$ cat src/rtl/twofish_keyed_sbox_pipe.sv
// ---------------------------------------------------------------------------
// twofish_keyed_sbox_pipe
//
// Pipelined Twofish keyed S-box layer (the byte path of h()) for 128/192/256
// bit keys, selected per transaction. Five q-layers A..E, one registered
// stage after each. Layers A..D XOR a key byte after the q permutation;
// layer E does not. In k2 mode A and B are bypassed, in k3 mode only A is.
//
// Ports
//   clk, rst              rising-edge clock, synchronous active-high reset
//   in_valid / in_ready   input handshake (in_ready = ~stall)
//   in_x                  input word, byte0 = in_x[31:24] .. byte3 = in_x[7:0]
//   in_s0..in_s3          key words, byte i of each word feeds byte lane i
//   in_klen               0 = k2, 1 = k3, 2/3 = k4
//   in_tag                sideband returned unchanged with the result
//   out_valid / out_ready output handshake
//   out_y, out_tag        result word and its tag
//   busy                  any stage holds a valid transaction
// ---------------------------------------------------------------------------
module twofish_keyed_sbox_pipe #(
    parameter int TAG_W = 4
) (
    input  logic             clk,
    input  logic             rst,
    input  logic             in_valid,
    output logic             in_ready,
    input  logic [31:0]      in_x,
    input  logic [31:0]      in_s0,
    input  logic [31:0]      in_s1,
    input  logic [31:0]      in_s2,
    input  logic [31:0]      in_s3,
    input  logic [1:0]       in_klen,
    input  logic [TAG_W-1:0] in_tag,
    output logic             out_valid,
    input  logic             out_ready,
    output logic [31:0]      out_y,
    output logic [TAG_W-1:0] out_tag,
    output logic             busy
);

    // q0/q1 nibble tables t0..t3, entry 0 in the most significant nibble.
    localparam logic [63:0] Q0_T0 = 64'h817D6F320B59ECA4;
    localparam logic [63:0] Q0_T1 = 64'hECB81235F4A6709D;
    localparam logic [63:0] Q0_T2 = 64'hBA5E6D90C8F32471;
    localparam logic [63:0] Q0_T3 = 64'hD7F4126E9B3085CA;
    localparam logic [63:0] Q1_T0 = 64'h28BDF76E31940AC5;
    localparam logic [63:0] Q1_T1 = 64'h1E2B4C376DA5F908;
    localparam logic [63:0] Q1_T2 = 64'h4C75169A0ED82B3F;
    localparam logic [63:0] Q1_T3 = 64'hB951C3DE647F208A;

    // Per-layer q selection, bit i = lane i, 1 selects q1.
    localparam logic [3:0] SEL_A = 4'b1001;
    localparam logic [3:0] SEL_B = 4'b0011;
    localparam logic [3:0] SEL_C = 4'b1010;
    localparam logic [3:0] SEL_D = 4'b1100;
    localparam logic [3:0] SEL_E = 4'b0101;

    function automatic logic [3:0] nib(input logic [63:0] tbl, input logic [3:0] idx);
        logic [63:0] sh;
        sh = tbl >> (6'd60 - {idx, 2'b00});
        return sh[3:0];
    endfunction

    function automatic logic [3:0] ror4(input logic [3:0] v);
        return {v[0], v[3:1]};
    endfunction

    // Twofish q permutation: two rounds of nibble mixing and table lookup.
    // The (8*a mod 16) term reduces to a[0] shifted into the top bit.
    function automatic logic [7:0] q_perm(input logic use_q1, input logic [7:0] x);
        logic [3:0] a1, b1, a2, b2, a3, b3, a4, b4;
        a1 = x[7:4] ^ x[3:0];
        b1 = x[7:4] ^ ror4(x[3:0]) ^ {x[4], 3'b000};
        a2 = nib(use_q1 ? Q1_T0 : Q0_T0, a1);
        b2 = nib(use_q1 ? Q1_T1 : Q0_T1, b1);
        a3 = a2 ^ b2;
        b3 = a2 ^ ror4(b2) ^ {a2[0], 3'b000};
        a4 = nib(use_q1 ? Q1_T2 : Q0_T2, a3);
        b4 = nib(use_q1 ? Q1_T3 : Q0_T3, b3);
        return {b4, a4};
    endfunction

    logic             stall;
    logic             accept;
    logic [5:1]       valid_reg;
    logic [31:0]      data_reg [1:5];
    logic [TAG_W-1:0] tag_reg  [1:5];
    // Key material only travels as far as the last layer that needs it.
    logic [1:0]       klen1_reg;
    logic [31:0]      s0_1_reg, s1_1_reg, s2_1_reg;
    logic [31:0]      s0_2_reg, s1_2_reg;
    logic [31:0]      s1_3_reg;

    logic [31:0] a_out, b_out, c_out, d_out, e_out;

    assign stall     = valid_reg[5] & ~out_ready;
    assign in_ready  = ~stall;
    assign accept    = in_valid & in_ready;
    assign out_valid = valid_reg[5];
    assign out_y     = data_reg[5];
    assign out_tag   = tag_reg[5];
    assign busy      = |valid_reg;

    genvar gi;
    generate
        for (gi = 0; gi < 4; gi++) begin : g_lane
            localparam int HI = 31 - 8 * gi;
            assign a_out[HI -: 8] = in_klen[1]
                ? (q_perm(SEL_A[gi], in_x[HI -: 8]) ^ in_s3[HI -: 8])
                : in_x[HI -: 8];
            assign b_out[HI -: 8] = (klen1_reg != 2'd0)
                ? (q_perm(SEL_B[gi], data_reg[1][HI -: 8]) ^ s2_1_reg[HI -: 8])
                : data_reg[1][HI -: 8];
            assign c_out[HI -: 8] = q_perm(SEL_C[gi], data_reg[2][HI -: 8]) ^ s0_2_reg[HI -: 8];
            assign d_out[HI -: 8] = q_perm(SEL_D[gi], data_reg[3][HI -: 8]) ^ s1_3_reg[HI -: 8];
            assign e_out[HI -: 8] = q_perm(SEL_E[gi], data_reg[4][HI -: 8]);
        end
    endgenerate

    always_ff @(posedge clk) begin
        if (rst) begin
            valid_reg <= '0;
            for (int i = 1; i <= 5; i++) begin
                data_reg[i] <= '0;
                tag_reg[i]  <= '0;
            end
            klen1_reg <= '0;
            s0_1_reg  <= '0;
            s1_1_reg  <= '0;
            s2_1_reg  <= '0;
            s0_2_reg  <= '0;
            s1_2_reg  <= '0;
            s1_3_reg  <= '0;
        end else if (!stall) begin
            // Every stage shifts, bubbles included, so latency stays fixed.
            valid_reg   <= {valid_reg[4:1], accept};
            data_reg[1] <= a_out;
            data_reg[2] <= b_out;
            data_reg[3] <= c_out;
            data_reg[4] <= d_out;
            data_reg[5] <= e_out;
            tag_reg[1]  <= in_tag;
            for (int i = 2; i <= 5; i++) begin
                tag_reg[i] <= tag_reg[i-1];
            end
            klen1_reg <= in_klen;
            s0_1_reg  <= in_s0;
            s1_1_reg  <= in_s1;
            s2_1_reg  <= in_s2;
            s0_2_reg  <= s0_1_reg;
            s1_2_reg  <= s1_1_reg;
            s1_3_reg  <= s1_2_reg;
        end
    end

endmodule

$ cat config.mk
export PLATFORM = sky130hd
export DESIGN_NAME = twofish_keyed_sbox_pipe
export DESIGN_NICKNAME = d
export VERILOG_FILES = /design/src/rtl/twofish_keyed_sbox_pipe.sv
export SDC_FILE = /design/constraint.sdc
export NUM_CORES = 1
export LEC_CHECK = 0
export ABC_AREA = 1
export CAP_MARGIN = 25
export CORE_MARGIN = 2
export CORE_UTILIZATION = 50
export DETAILED_ROUTE_END_ITERATION = 7
export GPL_ROUTABILITY_DRIVEN = 1
export GPL_TIMING_DRIVEN = 1
export PLACE_DENSITY = 0.77
export SLEW_MARGIN = 10
export SYNTH_ARGS = -nofsm -noshare
export SYNTH_HDL_FRONTEND = slang
export SYNTH_SLANG_ARGS = --single-unit
$ cat constraint.sdc
create_clock -name clk -period 8.8 [get_ports clk]
set_input_delay 1.32 -clock clk [delete_from_list [all_inputs] [get_ports clk]]
set_output_delay 1.32 -clock clk [all_outputs]
set_load 0.03 [all_outputs]
==> results.txt, run 1 <==
Observations from the implementation run.

Run:
- Across all stage logs, warnings added up to 194.
- Per the run summary, max-cap violations total 0.

Worst setup path:
- All stages included, the depth of the critical timing path comes to 5.
- The run puts the required time reported for the critical path endpoint at 7.48 ns.
- STA classifies the critical path endpoint as an output port.
- Tracing the worst setup path back leads to its startpoint at out_ready.
- The run gives the critical path buffer and inverter count as 4.
- Per STA, the library cell used most along the worst path is sky130_fd_sc_hd__clkdlybuf4s50_1.
- The run gives the critical path launch point type as an input port.
- Along the worst path, the maximum fanout reaches 39.
- STA lists the endpoint of the worst register-to-register path as data_reg[0][126]$_SDFFCE_PN0P_.
- In the setup report, the worst path falls into the class input port to output port.
- For the worst reg-to-reg path, the startpoint reported by OpenROAD is data_reg[0][92]$_SDFFCE_PN0P_.
- The setup check on the worst reg-to-reg path leaves a slack of 5.62 ns.
- The run gives the cell class contributing the biggest share of worst-path delay as buffers and inverters.
- The run gives the worst setup path endpoint as in_ready.

Synth:
- The main area contributors are sky130_fd_sc_hd__nand2_1 26%, sky130_fd_sc_hd__edfxtp_1 16%, sky130_fd_sc_hd__dfxtp_1 12%.
- The run gives the cell type with the highest aggregate area in the netlist as sky130_fd_sc_hd__nand2_1.
- The run puts the register bit count reported by yosys at 379.
- The run puts the number of distinct library cells after synthesis at 36.
- Per the synth stats, the proportion of register bits with asynchronous set or reset is 0.
- Summing every instance area after synthesis gives 34400 um^2.
- Per Yosys stat, the portion of area used by sequential elements is 0.273.
- The run puts the cell count after synthesis at 5570.
- The area fraction of the largest cell type after synthesis is 0.265.
- The area recorded from the Yosys report for this design is 34400 um^2.
- The run gives the number of enable flip-flop cells as 180.
- The run puts the total of warnings raised by yosys at 0.
- In the synthesized netlist the dominant register cell turns out to be sky130_fd_sc_hd__dfxtp_1.

Global route:
- The run puts the pin count of the biggest net entering global routing at 187.
- The run puts the initial antenna violation count at 14.
- The run gives the number of global-route vias before repair as 30.1k.

Finish:
- In the layout the commonest cells are 2425 x sky130_fd_sc_hd__nand2_1, 702 x sky130_fd_sc_hd__inv_1, 601 x sky130_fd_sc_hd__nand3_1.
- By instance count after routing, the leading logic cell type is sky130_fd_sc_hd__nand2_1.
- The final report lists a non-filler cell total of 6632.

Clocking:
- The run gives the clock transition at the registers of the reported paths as 0.06 ns.
- The clock passes through at most 3 buffers.
- The run puts the post-cts hold buffer count at 0.
- The run puts the CTS H-tree depth at 2.
- The clock reaches the later pin of the worst-skew pair after 0.59 ns.

Status:
- The run finished with clean final reports.

Place:
- OpenSTA, run right after detailed placement, puts the worst setup slack at 4.27 ns.
- The run gives the total half-perimeter wirelength after legalization and detailed placement as 63.1 mm.
- The run puts the global placer's final weighted congestion at 0.949.
- The run puts the count of port buffers added during placement at 208.

STA:
- The final timing report derives a shortest allowable period of 4.57 ns.
- In the final report, the number of endpoints failing setup comes to 0.
- The run gives the final cycle utilization of the critical path as 0.519.
- The run gives the transition time at the pin with the least slew margin as 1.08 ns.
- The run gives the number of pins with negative max-slew slack in the final report as 0.

Routing:
- The run puts the average via count per standard cell at 5.06.
- The run gives the number of detailed-route iterations in the first pass as 6.
- The run puts the DRC violations left at 0.
- The detail route stage leaves a number of antenna-violating nets equal to 0.

Hold path:
- The run gives the depth of the worst hold-timing path as 2.
- The run gives the sink of the worst hold path as s1_2_reg[6]$_SDFFE_PP0N_.
- The path class of the tightest hold or removal check is flip-flop to flip-flop.

Die:
- The run puts the floorplan core density at 0.503.
- The run gives the core area as 68300 um^2.
- According to the floorplan log, the row count is 96.
-- run 1: synth_stat cells (3+ instances only) --
master                     count
sky130_fd_sc_hd__o21ai_0     285
sky130_fd_sc_hd__o22ai_1      69
sky130_fd_sc_hd__edfxtp_1    180
sky130_fd_sc_hd__o21ai_1      17
sky130_fd_sc_hd__buf_4        37
sky130_fd_sc_hd__clkbuf_1     76
sky130_fd_sc_hd__nand2_1    2426
sky130_fd_sc_hd__nand4_1      22
sky130_fd_sc_hd__buf_2         5
sky130_fd_sc_hd__o211ai_1     18
sky130_fd_sc_hd__nand3b_1     12
sky130_fd_sc_hd__nand2_2      28
sky130_fd_sc_hd__a21oi_1     151
sky130_fd_sc_hd__ha_1        235
sky130_fd_sc_hd__xnor2_1      81
sky130_fd_sc_hd__xor2_1      114
sky130_fd_sc_hd__or2_2         9
sky130_fd_sc_hd__nor2_1      221
sky130_fd_sc_hd__or2_1         3
sky130_fd_sc_hd__inv_2        18
sky130_fd_sc_hd__dfxtp_1     199
sky130_fd_sc_hd__xor2_2       18
sky130_fd_sc_hd__and2_1        3
sky130_fd_sc_hd__nand3_1     601
sky130_fd_sc_hd__xnor2_2      12
sky130_fd_sc_hd__buf_1         3
sky130_fd_sc_hd__inv_1       703
sky130_fd_sc_hd__o21ai_2      12
-- run 1: layout make-up --
type / count / area (um^2) / area share
multi-input cells: 4349 / 21700 / 0.564
flip-flops and latches: 379 / 9390 / 0.244
inverters: 721 / 2710 / 0.0705
repair buffers: 218 / 2200 / 0.0572
clock buffers: 58 / 1180 / 0.0308
well taps: 882 / 1100 / 0.0287
clock inverters: 21 / 170 / 0.00442
diodes: 4 / 10.0 / 0.000260
-- run 1: cell families after synthesis --
group,synth area share
adder cells (fa/ha/maj),0.0856
AND/OR/NAND/NOR,0.392
buffers and inverters,0.0962
flip-flops,0.273
XOR/XNOR,0.0663
AND-OR/OR-AND,0.0871
-- run 1: tightest hold or removal path, cell delays in order, from the launching register on --
cell and delay [ns]:
sky130_fd_sc_hd__dfxtp_1 0.29, sky130_fd_sc_hd__inv_1 0.06, sky130_fd_sc_hd__o22ai_1 0.07
-- run 1: metal layers --
metal  up-vias  GRT usage  part of all wire
li1      17851          -                 -
met1     14784      0.291              0.45
met2       750      0.399              0.46
met3       155     0.0421             0.061
met4        26     0.0662             0.025
met5         -          0            0.0019
-- run 1: per-stage QoR --
step,hold WS (ns),util
4_1_cts,0.465,0.563
3_3_place_gp,0.451,0.542
5_1_grt,0.493,0.563
2_1_floorplan,0.444,-
6_report,0.466,0.563
3_5_place_dp,0.454,0.543
### Track usage over the die, run 1

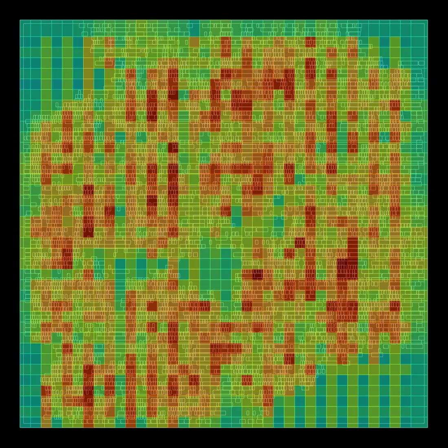
share of the core filled with cells: 0.563
GR Util All Layers: 0.230
layer with the highest usage after global routing: met2
fraction of met1 tracks used by global routing: 0.291
global routing met2 resource utilization: 0.399

### Signal wires by layer, run 1

The bar under the picture is 100 um long.
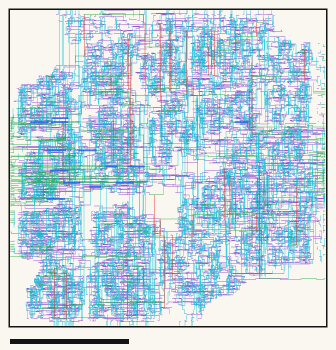
- met3: green (wire length 5090 um)
- met1: purple (wire length 37.6 mm)
- met5: blue (wire length 161 um)
- met4: red (wire length 2090 um)
- met2: cyan (wire length 38.2 mm)
total routed wirelength: 83.1 mm
via count: 33.6k
detail-routed net length per standard cell: 12.5 um

### Close-up of the layout, run 1

The bar under the picture is 5 um long. Region (123, 176) to (143, 196) um. Cells in grey, sequential cells in the stronger grey; small squares are vias.
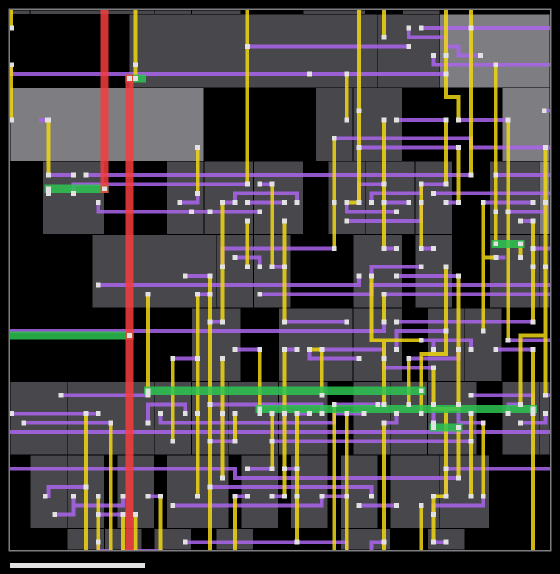
- met3: green
- met4: red
- met2: yellow
- met1: purple
- netlist names of flops here include: `s0_2_reg` (2)
- most frequent: nand2_1 (12), nand3_1 (9)
- sequential cells in the window: 2
- cells with their middle in the window: 44

### Sequential cells grouped by signal name, run 1

The bar under the picture is 100 um long. Other sequential cells in the stronger grey, the rest of the logic in the fainter grey.
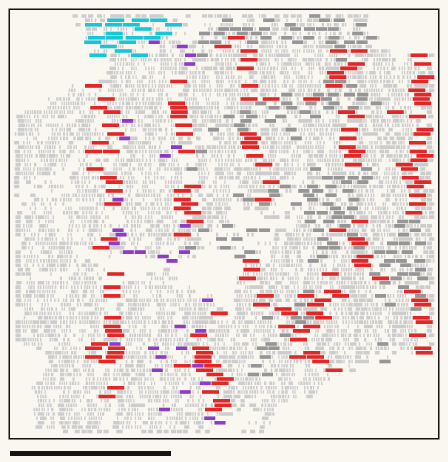

==> inputs of run 2 (changes only) <==
PLACE_DENSITY = 0.8   (was 0.77)
clock period = 4 ns   (was 8.8 ns; I/O delays follow)
### Sequential cells grouped by signal name, run 2

The bar under the picture is 100 um long. Other sequential cells in the stronger grey, the rest of the logic in the fainter grey.
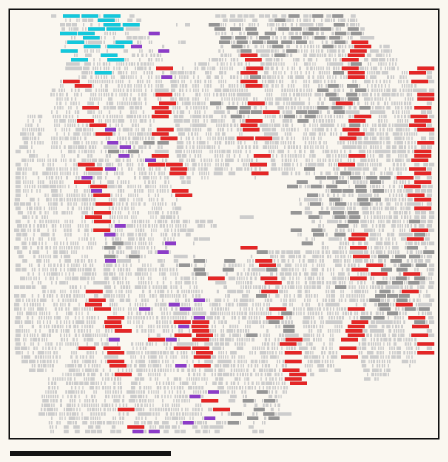
- `data_reg`: red (flops 160; where spread over the die)
- `s2_1_reg`: purple (flops 32)
- `tag_reg`: cyan (flops 20; where top left)
- not coloured: 167

### Track usage over the die, run 2

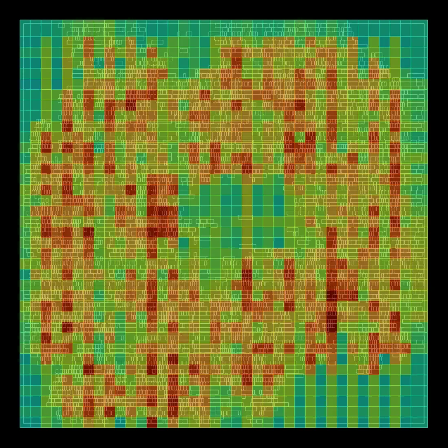
fraction of met1 tracks used by global routing: 0.294
GR Util All Layers: 0.231
global routing met2 resource utilization: 0.408
met3 Resource Use GR: 0.0368

==> run 2 against run 1 <==
Critical path depth increased by 10; setup slack got worse by 3.5 ns; clock-buffer cell count fell by 2; non-clock buffer count up 14; area after synthesis stayed put; die size is the same; first-iteration DRC count up 3.2%; critical endpoint is now data_reg[0][104]$_SDFFCE_PN0P_; global-route usage rose by 0.11 points.
==> results.txt, run 2 <==
Observations from the implementation run.

Worst setup path:
- The slowest cell on the critical path is sky130_fd_sc_hd__edfxtp_1 (was sky130_fd_sc_hd__clkdlybuf4s50_1).
- The run gives the required time reported for the critical path endpoint as 4.35 ns (was 7.48 ns).
- The critical path launch point type was a flip-flop (was input port).
- The dominant cell type by count on the critical path was sky130_fd_sc_hd__nand2_1 (was sky130_fd_sc_hd__clkdlybuf4s50_1).
- The kind of capture point of the worst setup path is a flip-flop (was output port).
- The critical path start-end classification is flip-flop to flip-flop (was input port to output port).
- The critical path arrival is 3.59 ns (was 3.25 ns).
- The run puts the maximum fanout encountered on the critical timing path at 5 (was 39).
- Cells along the critical path: xor2_1, inv_1, ha_1, nand2_1, nand2_1, nand2_1, nand2_2, xnor2_1, inv_2, ha_1, nand3b_1, nand2_1, nand2_1, a21oi_1, nor2_1 (was clkdlybuf4s50_1, nor2_4, buf_4, inv_1, clkdlybuf4s50_1).

Finish:
- The run puts the utilization after layout at 0.567 (was 0.563).
- The run puts the net count reported at finish at 6132 (was 6117).
- The number of flip-flops in the largest register was 160 (unchanged).
- The run gives the most numerous logic cell after layout as sky130_fd_sc_hd__nand2_1 (unchanged).
- Top logic cells by instance count in the layout: 2425 x sky130_fd_sc_hd__nand2_1, 702 x sky130_fd_sc_hd__inv_1, 601 x sky130_fd_sc_hd__nand3_1 (unchanged).
- The run puts the signed area change from the synthesized netlist to the final layout at 12.7% (was 11.9%).

Synth:
- Top cells by area, synth: sky130_fd_sc_hd__nand2_1 26%, sky130_fd_sc_hd__edfxtp_1 16%, sky130_fd_sc_hd__dfxtp_1 12% (unchanged).
- The largest combinational cell category by area was simple AND/OR/NAND/NOR gates (unchanged).
- The run gives the number of distinct library cells after synthesis as 36 (unchanged).
- The run gives the cell count after synthesis as 5570 (unchanged).
- The post-synthesis cell area is 34400 um^2 (unchanged).
- The number of standard cells reported by yosys was 5570 (unchanged).
- The run puts the simple-gate area share of the yosys netlist at 0.392 (unchanged).
- The run puts the multiplexer share of the synthesized area at 0 (unchanged).
- The run gives the xor/xnor share of the synthesized area as 0.0663 (unchanged).
- The total of warnings raised by yosys came to 0 (unchanged).
- The run puts the number of enable flip-flop cells at 180 (unchanged).
- The run gives the yosys synthesis chip area as 34400 um^2 (unchanged).
- The most frequent cell after synthesis is sky130_fd_sc_hd__nand2_1 (unchanged).
- Post-synth top cells: 2426 x sky130_fd_sc_hd__nand2_1, 703 x sky130_fd_sc_hd__inv_1, 601 x sky130_fd_sc_hd__nand3_1 (unchanged).
- The run gives the synthesized area divided by synthesized cell count as 6.17 um^2 (unchanged).
- The run gives the adder-cell share of the synthesized area as 0.0856 (unchanged).
- The top flip-flop cell by instance count after synthesis was sky130_fd_sc_hd__dfxtp_1 (unchanged).
- The run puts the post-synthesis share of cell area spent on and-or and or-and gates at 0.0871 (unchanged).
- The run gives the async set or reset register ratio after synthesis as 0 (unchanged).
- The run puts the sequential share of the synthesized area at 0.273 (unchanged).
- The register bit count reported by yosys was 379 (unchanged).
- The cell type with the highest aggregate area in the netlist is sky130_fd_sc_hd__nand2_1 (unchanged).
- The run puts the proportion of netlist area held by the largest area contributor at 0.265 (unchanged).

STA:
- The run puts the final cycle utilization of the critical path at 0.809.
- The run puts the worst slew margin relative to its limit at 0.360 (was 0.280).
- The run puts the transition time at the pin with the least slew margin at 0.959 ns (was 1.08 ns).
- The routed design could run at a clock period as short as 3.24 ns.
- The run gives the number of pins with negative max-slew slack in the final report as 0 (unchanged).
- RSZ-0062 raised after global routing: false (unchanged).
- The run puts the highest attainable clock frequency at 309 MHz.
- The run puts the number of failing setup endpoints in the final timing report at 0 (unchanged).

Die:
- The core area was 68300 um^2 (unchanged).
- The run gives the count of standard-cell rows as 96 (unchanged).
- The die span in y is 266 um (unchanged).
- The run puts the horizontal die dimension at 266 um (unchanged).
- The floorplan core density was 0.503 (unchanged).

Clocking:
- The run gives the CTS H-tree depth as 2 (unchanged).
- The run puts the post-cts hold buffer count at 0 (unchanged).
- The post-CTS setup-driven buffer insertion count is 0 (unchanged).
- The clock transition at the registers of the reported paths is 0.06 ns (about the same).
- The run gives the maximum root-to-sink buffer count as 3 (unchanged).
- The root cell of the clock tree was sky130_fd_sc_hd__clkbuf_16 (unchanged).
- The CTS sink count was 379 (unchanged).
- The run puts the latest clock arrival within the worst-skew pair at 0.60 ns (was 0.59 ns).
- The TritonCTS clock tree was yes (unchanged).

Place:
- The run puts the count of port buffers added during placement at 208 (unchanged).
- The run gives the global placer's final weighted congestion as 0.948 (was 0.949).
- The run puts the total half-perimeter wirelength after legalization and detailed placement at 63.8 mm (was 63.1 mm).

Global route:
- The run gives the initial antenna violation count as 10 (was 14).
- The pin count of the biggest net entering global routing is 134 (was 187).
- The run gives the wire length of the first global-routing pass as 140 mm (was 138 mm).
- The run puts the number of global-route vias before repair at 30.5k (was 30.1k).

Routing:
- The remaining antenna violation count after routing is 0 (unchanged).
- The DRC violations left is 0 (unchanged).
- The run puts the number of detailed-route iterations in the first pass at 6 (unchanged).
- The run gives the average via count per standard cell as 5.07 (was 5.06).

Run:
- The run puts the number of warning messages in the logs at 189 (was 194).
- The run puts the number of maximum-capacitance violations at 0 (unchanged).

Hold path:
- The run gives the path type of the worst min-delay path as flip-flop to flip-flop (unchanged).

Status:
- Run status: completed (unchanged).
### Signal wires by layer, run 2

The bar under the picture is 100 um long.
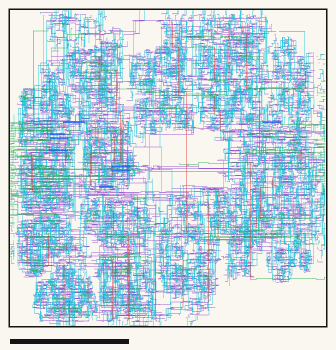
- met5: blue (wire length 110 um)
- met4: red (wire length 1820 um)
- met3: green (wire length 4660 um)
- met1: purple (wire length 37.3 mm)
- met2: cyan (wire length 38.9 mm)
total routed wirelength: 82.8 mm
detail-routed net length per standard cell: 12.5 um
via count: 33.7k

==> run 2: area by class of cell <==
type / instances / area (um^2)
Fill cell: 6465 / 29600
Multi-Input combinational cell: 4349 / 21700
Clock buffer: 56 / 1220
Clock inverter: 25 / 280
Antenna cell: 1 / 2.50
Sequential cell: 379 / 9390
Tap cell: 882 / 1100
Inverter: 721 / 2710
Timing Repair Buffer: 232 / 2320
==> run 2: cells by family after synthesis <==
logic type                 Yosys count
adders and majority gates          235
buffers and inverters              842
and+or+nand+nor                   3328
AOI/OAI and AO/OA                  558
xor gates and xnor gates           228
DFF                                379
==> run 2: worst paths after layout <==
kind	slack, ns	startpoint	cells after the start	to
setup / recovery	0.76	data_reg[0][76]$_SDFFCE_PN0P_	15	data_reg[0][104]$_SDFFCE_PN0P_
hold / removal	0.47	s1_1_reg[8]$_SDFFE_PP0N_	2	s1_2_reg[8]$_SDFFE_PP0N_
setup reg to reg	0.76	data_reg[0][76]$_SDFFCE_PN0P_	15	data_reg[0][104]$_SDFFCE_PN0P_
hold reg to reg	0.47	s1_1_reg[8]$_SDFFE_PP0N_	2	s1_2_reg[8]$_SDFFE_PP0N_
==> run 2: layer usage <==
| layer | GRT usage | wire length [um] | up-vias |
|---|---|---|---|
| li1 | - | - | 17871 |
| met1 | 0.294 | 37300 | 14871 |
| met2 | 0.408 | 38900 | 776 |
| met3 | 0.0368 | 4660 | 145 |
| met4 | 0.0572 | 1820 | 16 |
| met5 | 0 | 109 | - |
==> run 2: worst max-delay path: cells and delay by family, from the launching register on <==
family                   cells  cell delay (ns)
AND-OR/OR-AND                1             0.14
XOR/XNOR                     2             0.81
adder cells (fa/ha/maj)      2             0.58
buffers and inverters        2             0.21
flip-flops                   1             0.50
AND/OR/NAND/NOR              8             0.77
==> run 2: metrics by stage <==
step	setup WS [ns]	instances	instance area, um^2	hold WS, ns
4_1_cts	0.788	6644	38700	0.470
6_report	0.764	6645	38700	0.467
5_1_grt	0.457	6644	38700	0.495
3_3_place_gp	0.369	6563	37200	0.453
2_1_floorplan	0.0712	5570	34400	0.444
3_5_place_dp	0.220	6563	37200	0.460
### Close-up of the layout, run 2

The bar under the picture is 5 um long. Region (123, 176) to (143, 196) um. Cells in grey, sequential cells in the stronger grey; small squares are vias.
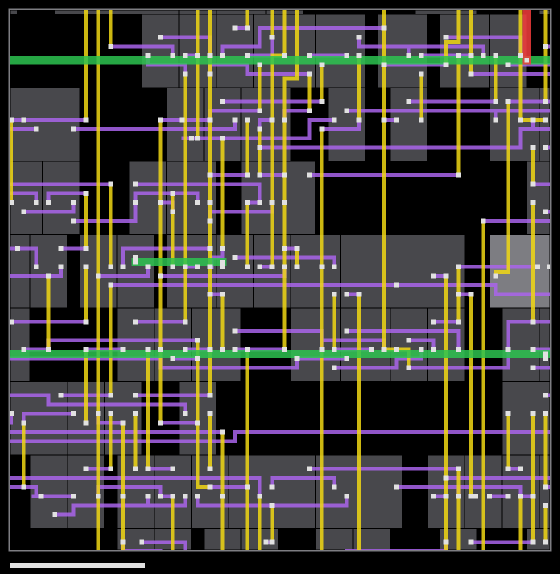

==> inputs of run 3 (changes only) <==
clock period = 2.6 ns   (was 4 ns; I/O delays follow)
### Close-up of the layout, run 3

The bar under the picture is 5 um long. Region (123, 176) to (143, 196) um. Cells in grey, sequential cells in the stronger grey; small squares are vias.
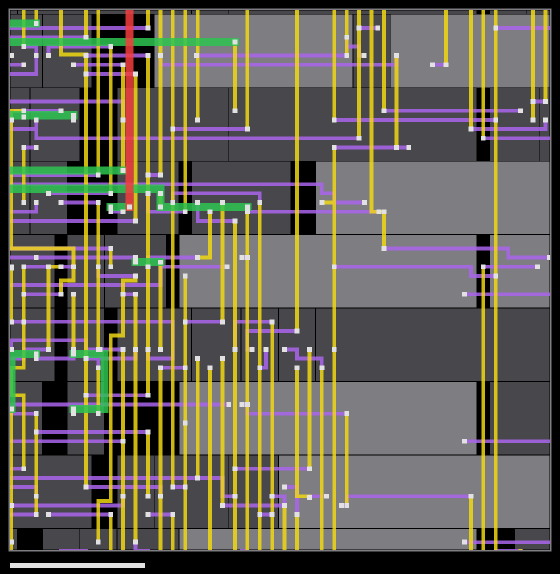
- met2: yellow
- met3: green
- met1: purple
- met4: red
- netlist names of flops here include: `data_reg` (4), `s0_2_reg` (2)
- sequential cells in the window: 6
- cells with their middle in the window: 32
- most frequent: nand3_1 (5), nor2_1 (5), edfxtp_1 (4)

### Track usage over the die, run 3

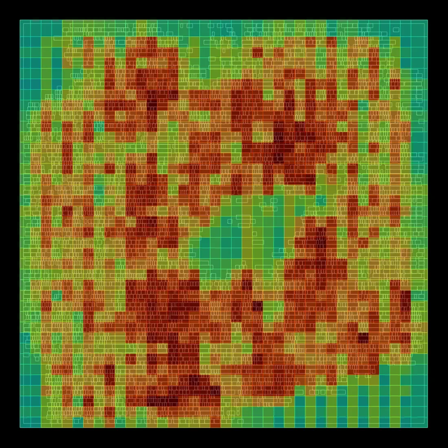
fraction of met1 tracks used by global routing: 0.305
global routing met2 resource utilization: 0.463
detail-routed net length per standard cell: 15.2 um
GR Util All Layers: 0.253
share of the core filled with cells: 0.728

### Signal wires by layer, run 3

The bar under the picture is 100 um long.
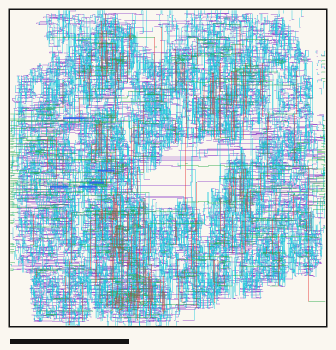
- met2: cyan (wire length 56.2 mm)
- met3: green (wire length 6870 um)
- met5: blue (wire length 67.2 um)
- met4: red (wire length 5410 um)
- met1: purple (wire length 42.5 mm)
total routed wirelength: 111 mm
via count: 39.6k

==> run 3 against run 2 <==
The run now ends with negative setup slack left; wire length up 34%; area after synthesis is the same; critical path depth rose by 4; first-iteration DRC count rose by 31%; fmax increased by 13%; non-clock buffer count up 672; die size unchanged; critical path type unchanged; critical endpoint is now data_reg[0][76]$_SDFFCE_PN0P_.
==> results.txt, run 3 <==
Observations from the implementation run.

Status:
- Run status: finished with violations (was completed).
- The checks that failed: negative setup slack.

Die:
- The run puts the horizontal die dimension at 266 um (unchanged).
- The run puts the total I/O pin count at 209 (unchanged).
- The run gives the chip footprint as 70800 um^2 (unchanged).
- The run gives the die span in y as 266 um (unchanged).
- The floorplan core density was 0.503 (unchanged).
- The run gives the core area as 68300 um^2 (unchanged).
- The run puts the count of standard-cell rows at 96 (unchanged).

Worst setup path:
- The run gives the longest individual stage delay on the worst path as 0.51 ns (was 0.50 ns).
- The required time reported for the critical path endpoint was 2.95 ns (was 4.35 ns).
- The run gives the maximum fanout encountered on the critical timing path as 5 (unchanged).
- The kind of capture point of the worst setup path is a flip-flop (unchanged).
- Cells along the critical path: buf_6, xor2_1, ha_1, inv_2, nand2_2, nand2_1, nand2_1, nand2_1, nand2_1, nand2_2, buf_6, ha_4, nand2_2, nand2_1, nand2_1, nand3_1, nand2_1, nor2_1, nor2_1 (was xor2_1, inv_1, ha_1, nand2_1, nand2_1, nand2_1, nand2_2, xnor2_1, inv_2, ha_1, nand3b_1, nand2_1, nand2_1, a21oi_1, nor2_1).
- The critical path launch point type is a flip-flop (unchanged).
- The critical path arrival came to 3.23 ns (was 3.59 ns).
- The slowest cell on the critical path is sky130_fd_sc_hd__edfxtp_1 (unchanged).
- The critical path start-end classification is flip-flop to flip-flop (unchanged).
- The dominant cell type by count on the critical path is sky130_fd_sc_hd__nand2_1 (unchanged).

STA:
- The run gives the highest attainable clock frequency as 348 MHz (was 309 MHz).
- RSZ-0062 raised after global routing: true (was false).
- The final critical-path setup slack came to -0.276 ns (was 0.764 ns).
- The run gives the worst slack on hold paths as 0.345 ns (was 0.467 ns).
- The run gives the worst-case clock skew as 0.0508 ns (was 0.0190 ns).
- The number of failing hold endpoints at the final stage came to 0 (unchanged).
- The run gives the worst slew margin relative to its limit as 0.370 (was 0.360).
- The run puts the transition time at the pin with the least slew margin at 0.944 ns (was 0.959 ns).
- The accumulated negative setup slack is -4.86 ns (was 0 ns).
- The run gives the number of failing setup endpoints in the final timing report as 62 (was 0).
- The run gives the final cycle utilization of the critical path as 1.11 (was 0.809).
- The number of pins with negative max-slew slack in the final report came to 0 (unchanged).
- The shortest clock period the worst path allows after layout is 2.88 ns (was 3.24 ns).

Synth:
- Top cells by area, synth: sky130_fd_sc_hd__nand2_1 26%, sky130_fd_sc_hd__edfxtp_1 16%, sky130_fd_sc_hd__dfxtp_1 12% (unchanged).
- The run gives the register bit count reported by yosys as 379 (unchanged).
- The run gives the cell count after synthesis as 5570 (unchanged).
- The number of distinct library cells after synthesis was 36 (unchanged).
- The run puts the proportion of netlist area held by the largest area contributor at 0.265 (unchanged).
- The run puts the post-synthesis cell area at 34400 um^2 (unchanged).
- The top flip-flop cell by instance count after synthesis was sky130_fd_sc_hd__dfxtp_1 (unchanged).
- The yosys synthesis chip area was 34400 um^2 (unchanged).
- The run gives the total of warnings raised by yosys as 0 (unchanged).
- The run puts the number of nets at floorplan at 5975 (unchanged).
- The run gives the synthesized area divided by synthesized cell count as 6.17 um^2 (unchanged).
- The run gives the cell type with the highest aggregate area in the netlist as sky130_fd_sc_hd__nand2_1 (unchanged).
- The run gives the async set or reset register ratio after synthesis as 0 (unchanged).
- The most frequent cell after synthesis was sky130_fd_sc_hd__nand2_1 (unchanged).
- Post-synth top cells: 2426 x sky130_fd_sc_hd__nand2_1, 703 x sky130_fd_sc_hd__inv_1, 601 x sky130_fd_sc_hd__nand3_1 (unchanged).
- The run gives the number of enable flip-flop cells as 180 (unchanged).
- The run gives the number of standard cells reported by yosys as 5570 (unchanged).
- The run gives the sequential share of the synthesized area as 0.273 (unchanged).

Global route:
- The initial antenna violation count came to 8 (was 10).
- The run gives the pin count of the biggest net entering global routing as 146 (was 134).
- The run puts the wire length of the first global-routing pass at 153 mm (was 140 mm).
- The run puts the number of global-route vias before repair at 34.1k (was 30.5k).
- The run gives the sum of overflow across all layers after global routing as 0 (unchanged).

Clocking:
- The run puts the CTS sink count at 379 (unchanged).
- The run puts the maximum root-to-sink buffer count at 3 (unchanged).
- The run gives the CTS H-tree depth as 2 (unchanged).
- The run puts the post-cts hold buffer count at 0 (unchanged).
- The run puts the latest clock arrival within the worst-skew pair at 0.60 ns (about the same).
- The root cell of the clock tree is sky130_fd_sc_hd__clkbuf_16 (unchanged).
- The clock transition at the registers of the reported paths is 0.07 ns (was 0.06 ns).
- The run gives the total clock buffers created by CTS as 44 (unchanged).
- The TritonCTS clock tree is yes (unchanged).

Finish:
- Top logic cells by instance count in the layout: 1920 x sky130_fd_sc_hd__nand2_1, 596 x sky130_fd_sc_hd__buf_4, 590 x sky130_fd_sc_hd__inv_1 (was 2425 x sky130_fd_sc_hd__nand2_1, 702 x sky130_fd_sc_hd__inv_1, 601 x sky130_fd_sc_hd__nand3_1).
- The fraction of layout instances using a drive strength above 1 is 0.306 (was 0.0359).
- The run gives the number of flip-flops in the largest register as 160 (unchanged).
- The run puts the signed area change from the synthesized netlist to the final layout at 44.9% (was 12.7%).
- The run puts the number of filler instances in the final layout at 4710 (was 6465).
- The most numerous logic cell after layout is sky130_fd_sc_hd__nand2_1 (unchanged).
- The run gives the net count reported at finish as 6805 (was 6132).

Place:
- The run puts the global placer's final weighted congestion at 0.929 (was 0.948).
- The post-place setup slack was -0.684 ns (was 0.220 ns).
- The total half-perimeter wirelength after legalization and detailed placement is 68.3 mm (was 63.8 mm).
- The run puts the count of port buffers added during placement at 208 (unchanged).

Routing:
- The run puts the DRC violations left at 0 (unchanged).
- The number of detailed-route iterations in the first pass was 6 (unchanged).
- The run puts the remaining antenna violation count after routing at 0 (unchanged).
- The iteration-0 DRC count of the detailed router came to 3103 (was 2376).
- The run puts the average via count per standard cell at 5.41 (was 5.07).

Hold path:
- The run gives the path type of the worst min-delay path as input port to flip-flop (was flip-flop to flip-flop).

Run:
- The run puts the number of maximum-capacitance violations at 0 (unchanged).
- The number of warning messages in the logs was 192 (was 189).
==> run 3: logic make-up (layout without fill, tap and decap cells) <==
group / after synthesis / after routing / share of synthesized area
and+or+nand+nor: 3328 / 3329 / 0.392
buffers and inverters: 842 / 1706 / 0.0962
AOI/OAI and AO/OA: 558 / 558 / 0.0871
DFF: 379 / 379 / 0.273
adders and majority gates: 235 / 235 / 0.0856
xor gates and xnor gates: 228 / 228 / 0.0663
other: 0 / 3 / 0
==> run 3: worst paths after layout <==
path | endpoint | slack (ns) | start | cells after the start
min | klen1_reg[0]$_SDFFE_PP0N_ | 0.34 | in_klen[0] | 3
min reg2reg | s1_2_reg[3]$_SDFFE_PP0N_ | 0.47 | s1_1_reg[3]$_SDFFE_PP0N_ | 2
max | data_reg[0][76]$_SDFFCE_PN0P_ | -0.28 | data_reg[0][41]$_SDFFCE_PN0P_ | 19
max reg2reg | data_reg[0][76]$_SDFFCE_PN0P_ | -0.28 | data_reg[0][41]$_SDFFCE_PN0P_ | 19
==> run 3: cell type report <==
cell class                      count  area, um^2  area share
Multi-Input combinational cell   4350       27200       0.547
Sequential cell                   379        9390       0.189
Timing Repair Buffer              904        7870       0.158
Inverter                          721        2750      0.0553
Clock buffer                       55        1170      0.0236
Tap cell                          882        1100      0.0222
Clock inverter                     26         274     0.00550
Antenna cell                        3        7.51    0.000151
==> run 3: per-layer routing <==
metal	global-route usage	wire length, um
met1	0.305	42500
met2	0.463	56200
met3	0.0352	6870
met4	0.0756	5410
met5	0	67
==> run 3: stage by stage <==
step | instances | area, um^2
3_3_place_gp | 7038 | 41000
3_5_place_dp | 7038 | 41000
5_1_grt | 7318 | 49800
6_report | 7320 | 49800
2_1_floorplan | 5570 | 34500
4_1_cts | 7191 | 44100
==> run 3: worst max-delay path: cells and delay by family, from the launching register on <==
family,cells,cell delay [ns]
buffers and inverters,3,0.40
adders and majority gates,2,0.46
and+or+nand+nor,13,1.12
xor gates and xnor gates,1,0.16
DFF,1,0.51
==> run 3: what timing repair did <==
| item | in CTS | in global routing |
|---|---|---|
| setup endpoints to repair | 73 | 153 |
| setup buffers | 72 | 136 |
| pin swaps | 150 | 518 |
| gates cloned | 0 | 1 |
| gates resized | 298 | 1192 |
